Cells coloured by class:
Scale: 2 px per um.
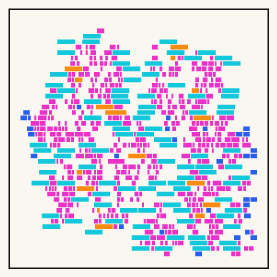
I/O pins on the die edge:
Scale: 3 px per um. Pins as bars across the die edge, other pins in grey.
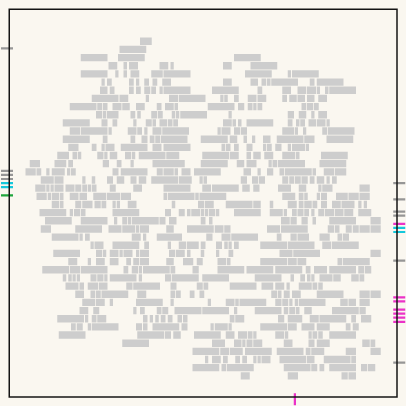
Cell density map:
Scale: 3 px per um. 13 x 13 tiles, from black (low) to pale yellow (high), 0 to 100% covered.
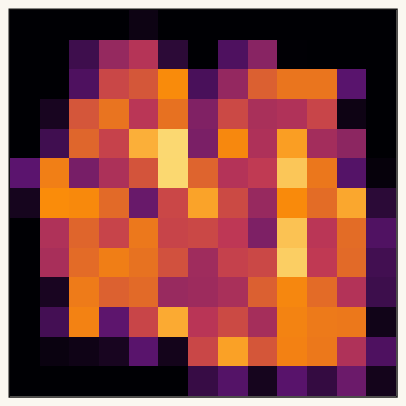
Wiring by layer:
Scale: 2 px per um.
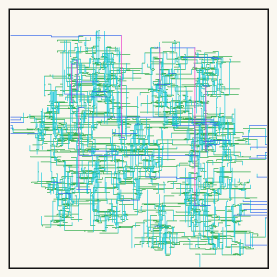
$ cat config.mk
export PLATFORM = sky130hd
export DESIGN_NAME = hbridge_driver
export DESIGN_NICKNAME = d
export VERILOG_FILES = /design/src/rtl/hbridge_pkg.sv /design/src/rtl/hbridge_channel.sv /design/src/rtl/hbridge_driver.sv
export SDC_FILE = /design/constraint.sdc
export NUM_CORES = 1
export LEC_CHECK = 0
export CAP_MARGIN = 20
export CORE_MARGIN = 5
export CORE_UTILIZATION = 40
export CTS_CLUSTER_DIAMETER = 60
export CTS_CLUSTER_SIZE = 16
export DETAILED_ROUTE_END_ITERATION = 8
export SETUP_SLACK_MARGIN = 0.4
export SLEW_MARGIN = 10
export SYNTH_ARGS = -nofsm -noshare
export SYNTH_HDL_FRONTEND = slang
export SYNTH_SLANG_ARGS = --single-unit
export TNS_END_PERCENT = 100
$ cat constraint.sdc
create_clock -name clock -period 4.38 [get_ports clock]
set_input_delay 1.095 -clock clock [delete_from_list [all_inputs] [get_ports clock]]
set_output_delay 1.095 -clock clock [all_outputs]
set_load 0.02 [all_outputs]
$ cat src/rtl/hbridge_pkg.sv
// Shared H-bridge definitions: direction codes, channel FSM states and
// the canned turn commands emitted by the motion blocks.
package hbridge_pkg;

  localparam logic [1:0] DIR_COAST = 2'b00;
  localparam logic [1:0] DIR_FWD   = 2'b01;
  localparam logic [1:0] DIR_REV   = 2'b10;

  localparam logic [3:0] TURN_RIGHT = 4'b0101;
  localparam logic [3:0] TURN_LEFT  = 4'b1010;

  typedef enum logic [1:0] {
    CH_COAST = 2'b00,
    CH_DRIVE = 2'b01,
    CH_DEAD  = 2'b10
  } chanState;

  // Both inputs high would short the bridge leg, so 11 is read as coast.
  function automatic logic [1:0] normDir(input logic [1:0] pair);
    return (pair == 2'b11) ? DIR_COAST : pair;
  endfunction

endpackage

$ cat src/rtl/hbridge_channel.sv
// One motor's direction FSM: inserts a fixed dead time on every reversal
// and remembers the most recent requested direction while the bridge is idle.
module hbridge_channel
  import hbridge_pkg::*;
#(
  parameter int DEAD_CYCLES = 50000
) (
  input  logic       clock,
  input  logic       reset,
  input  logic       cmdValid,
  input  logic [1:0] target,
  input  logic       forceCoast,
  output logic [1:0] dirOut,
  output logic       driveNext,
  output logic [1:0] stateDbg
);

  localparam int CntW = $clog2(DEAD_CYCLES + 1);

  chanState        state, stateNext;
  logic [1:0]      applied, appliedNext;
  logic [1:0]      pending, pendingNext;
  logic [1:0]      tgt, deadDir;
  logic [CntW-1:0] deadCnt, deadCntNext;

  always_comb begin
    tgt         = normDir(target);
    deadDir     = cmdValid ? tgt : pending;
    stateNext   = state;
    appliedNext = applied;
    pendingNext = pending;
    deadCntNext = deadCnt;
    case (state)
      CH_COAST: begin
        if (cmdValid && tgt != DIR_COAST) begin
          stateNext   = CH_DRIVE;
          appliedNext = tgt;
        end
      end
      CH_DRIVE: begin
        if (cmdValid) begin
          if (tgt == DIR_COAST) begin
            stateNext   = CH_COAST;
            appliedNext = DIR_COAST;
          end else if (tgt != applied) begin
            stateNext   = CH_DEAD;
            appliedNext = DIR_COAST;
            pendingNext = tgt;
            deadCntNext = CntW'(DEAD_CYCLES);
          end
        end
      end
      CH_DEAD: begin
        // A command seen on the final dead clock still decides the exit direction.
        pendingNext = deadDir;
        if (deadCnt <= CntW'(1)) begin
          stateNext   = (deadDir == DIR_COAST) ? CH_COAST : CH_DRIVE;
          appliedNext = deadDir;
          pendingNext = DIR_COAST;
          deadCntNext = '0;
        end else begin
          deadCntNext = deadCnt - CntW'(1);
        end
      end
      default: begin
        stateNext   = CH_COAST;
        appliedNext = DIR_COAST;
        pendingNext = DIR_COAST;
        deadCntNext = '0;
      end
    endcase
    if (forceCoast) begin
      stateNext   = CH_COAST;
      appliedNext = DIR_COAST;
      pendingNext = DIR_COAST;
      deadCntNext = '0;
    end
  end

  always_ff @(posedge clock or negedge reset) begin
    if (!reset) begin
      state   <= CH_COAST;
      applied <= DIR_COAST;
      pending <= DIR_COAST;
      deadCnt <= '0;
    end else begin
      state   <= stateNext;
      applied <= appliedNext;
      pending <= pendingNext;
      deadCnt <= deadCntNext;
    end
  end

  assign dirOut    = (state == CH_DRIVE) ? applied : DIR_COAST;
  assign driveNext = (stateNext == CH_DRIVE);
  assign stateDbg  = state;

endmodule

$ cat src/rtl/hbridge_driver.sv
// H-bridge pin driver: two dead-timed direction channels, shared PWM enable
// gating and a command watchdog. cmd_valid is a one-way strobe with no backpressure.
module hbridge_driver
  import hbridge_pkg::*;
#(
  parameter int DEAD_CYCLES    = 50000,
  parameter int PWM_DIV        = 391,
  parameter int TIMEOUT_CYCLES = 50000000
) (
  input  logic       clock,
  input  logic       reset,
  input  logic [3:0] cmd,
  input  logic       cmd_valid,
  input  logic [7:0] duty,
  output logic [3:0] hb_in,
  output logic       en_a,
  output logic       en_b,
  output logic       deadtime_active,
  output logic       timeout_flag
);

  localparam int PreW = (PWM_DIV > 1) ? $clog2(PWM_DIV) : 1;
  localparam int WdW  = $clog2(TIMEOUT_CYCLES + 1);

  logic [PreW-1:0] preCnt, preNext;
  logic [7:0]      pwmCnt, pwmNext;
  logic [7:0]      dutyLat, dutyNext;
  logic [WdW-1:0]  wdCnt, wdNext;
  logic            preWrap, expire, flagNext;
  logic            driveNextA, driveNextB;
  logic [1:0]      stateA, stateB;

  always_comb begin
    preWrap  = (preCnt == PreW'(PWM_DIV - 1));
    preNext  = preWrap ? '0 : preCnt + PreW'(1);
    pwmNext  = preWrap ? pwmCnt + 8'd1 : pwmCnt;
    // Duty only changes at a period boundary so no enable pulse is ever truncated.
    dutyNext = (preWrap && pwmCnt == 8'hFF) ? duty : dutyLat;
    expire   = !cmd_valid && (wdCnt == WdW'(TIMEOUT_CYCLES - 1));
    if (cmd_valid) begin
      wdNext = '0;
    end else if (wdCnt == WdW'(TIMEOUT_CYCLES)) begin
      wdNext = wdCnt;
    end else begin
      wdNext = wdCnt + WdW'(1);
    end
    flagNext = cmd_valid ? 1'b0 : (expire | timeout_flag);
  end

  hbridge_channel #(.DEAD_CYCLES(DEAD_CYCLES)) chanA (
    .clock      (clock),
    .reset      (reset),
    .cmdValid   (cmd_valid),
    .target     (cmd[3:2]),
    .forceCoast (expire),
    .dirOut     (hb_in[3:2]),
    .driveNext  (driveNextA),
    .stateDbg   (stateA)
  );

  hbridge_channel #(.DEAD_CYCLES(DEAD_CYCLES)) chanB (
    .clock      (clock),
    .reset      (reset),
    .cmdValid   (cmd_valid),
    .target     (cmd[1:0]),
    .forceCoast (expire),
    .dirOut     (hb_in[1:0]),
    .driveNext  (driveNextB),
    .stateDbg   (stateB)
  );

  // Enables are built from next-state values so they line up with hb_in exactly.
  always_ff @(posedge clock or negedge reset) begin
    if (!reset) begin
      preCnt       <= '0;
      pwmCnt       <= '0;
      dutyLat      <= '0;
      wdCnt        <= '0;
      timeout_flag <= 1'b0;
      en_a         <= 1'b0;
      en_b         <= 1'b0;
    end else begin
      preCnt       <= preNext;
      pwmCnt       <= pwmNext;
      dutyLat      <= dutyNext;
      wdCnt        <= wdNext;
      timeout_flag <= flagNext;
      en_a         <= (pwmNext < dutyNext) && driveNextA;
      en_b         <= (pwmNext < dutyNext) && driveNextB;
    end
  end

  assign deadtime_active = (stateA == CH_DEAD) || (stateB == CH_DEAD);

endmodule
==> run summary <==
Synthesis and place-and-route results.

- In the final timing run, aggregate negative setup slack is 0 ns.
- The gate family responsible for the most delay along the worst path is simple AND/OR/NAND/NOR gates.
- 0 antenna diodes ended up in the layout.
- For reference, the critical path cell chain is inv_1 -> ha_1 -> nand4b_1 -> nor4_2 -> buf_4 -> nand2_1 -> nor2_1 -> buf_4 -> a21oi_1 -> ha_1 -> a21oi_1 -> o21ai_0 -> nor3_1 -> a211o_1 -> and3_1.
- The biggest fanout along the worst timing path is 21.
- The worst-case setup margin in the final layout is ~1.1 ns.
- For the worst-skew pair, the clock arrives at the later sink with an insertion delay of between 0.3 and 0.4 ns.
- The routed length per placed instance is roughly 15 um.
- The tally of max-capacitance violations is 0.
- The portion of total power attributed to the clock network is between 20% and 30%.
- The run finished with clean final reports.
- The critical path contains buffers and inverters numbering 3 combined.
- TritonCTS built the clock tree.
- The share of the cycle needed by the critical path after routing is roughly three quarters.
- The post-CTS clock slew at the launch and capture registers of the worst setup and hold paths is roughly 0.07 ns.
- Counting flops per register, the top entry is wdCnt.
- Detailed routing placed a total of 5.42 mm of wire on met2.
- The post-detailed-placement half-perimeter wirelength is between 8 and 9 mm.
- For the completed layout, the total cell area is recorded as 0.00637 mm^2.
- The transition time of the tightest slew-check pin is roughly 0.96 ns.
- Hold-check failures listed in the final report amount to 0.
- The met2 track utilization from global routing is 24.0%.
- In the final layout, clock buffers and inverters account for approximately 4.9% of the cell area.
- The H-tree depth reported by CTS is 3.
- The number of warning messages in the logs is 38.
- The tally of yosys warning messages is 0.
- For this configuration, the core starts out at a cell density of about 41%.
- Per the GRT log, the top usage layer is met2.
- In this run the critical register-to-register path is launched from preCnt[0].
- After layout, the buffer instance count without clock buffers stands at 31.
- The final layout contains between 600 and 700 nets.
- Yosys reports a chip area of around 0.0056 mm^2.
- Of all cell types, the one taking the most synthesized area is sky130_fd_sc_hd__dfrtp_1.
- The pre-CTS setup check shows a worst slack of approximately 0.86 ns.
- The maximum vdd ir drop is just under 0.3 mV.
- During placement, the flow inserted port buffers numbering 22.
- The global routing report lists met1 layer usage as a little over a fifth.
- The number of gates resized after CTS was 0.
- Tracing the worst setup path back leads to its startpoint at preCnt[0].
- The leading cell type by number of instances after synthesis is sky130_fd_sc_hd__dfrtp_1.
- Synthesis produced ~610 cells.
-- 'cells coloured by class' (at the start) --
legend:
  blue:
    class: remaining buffers and delay cells
    cells: 31
    share_of_their_area: 4.6%
  cyan:
    class: registers
    cells: 98
    share_of_their_area: 40%
  orange:
    class: clock drivers and dummy loads
    cells: 16
    share_of_their_area: 5.1%
  magenta:
    class: remaining logic cells
    cells: 486
    share_of_their_area: 50%
num rows: 43
Seq area share: 38.5%

-- 'I/O pins on the die edge' (at the start) --
legend:
  green:
    port: timeout_flag
    pins: 1
    direction: output
    edge: west
  cyan:
    port: hb_in
    pins: 4
    direction: output
    edge: 2 west, 2 east
  magenta:
    port: duty
    pins: 8
    direction: input
    edge: 7 east, 1 south
all pins by edge: 15 east, 7 west, 1 south

-- 'cell density map' (at the start) --
tiles over 75% full: 7.1%
fullest tile: 92%
densest ninth of the die: centre
mean over tiles: 37%
nearly empty tiles: 23%

-- 'wiring by layer' (at the start) --
legend:
  green:
    layer: M1
    wire_length: 5740 um
  magenta:
    layer: M4
    wire_length: 258 um
  blue:
    layer: M3
    wire_length: 568 um
  cyan:
    layer: M2
    wire_length: 5420 um

-- worst reg2reg max path, delay by kind of cell, from the launching register on --
family | cells | cell delay, ns
adder cells (fa/ha/maj) | 2 | 0.45
AND-OR/OR-AND | 4 | 0.86
buffers and inverters | 3 | 0.52
flip-flops | 1 | 0.42
AND/OR/NAND/NOR | 6 | 0.91
-- cell families (layout without fill, tap and decap cells) --
kind of cell | after synthesis | in the layout | synth area share, %
DFF | 98 | 98 | 43.5
buffers and inverters | 48 | 73 | 3.53
adders and majority gates | 28 | 28 | 6.21
muxes | 8 | 8 | 1.55
AOI/OAI and AO/OA | 128 | 128 | 14.4
xor gates and xnor gates | 56 | 56 | 8.70
and+or+nand+nor | 240 | 240 | 22.1
Power figures rest on the tool's default switching activity, not on a simulated workload.
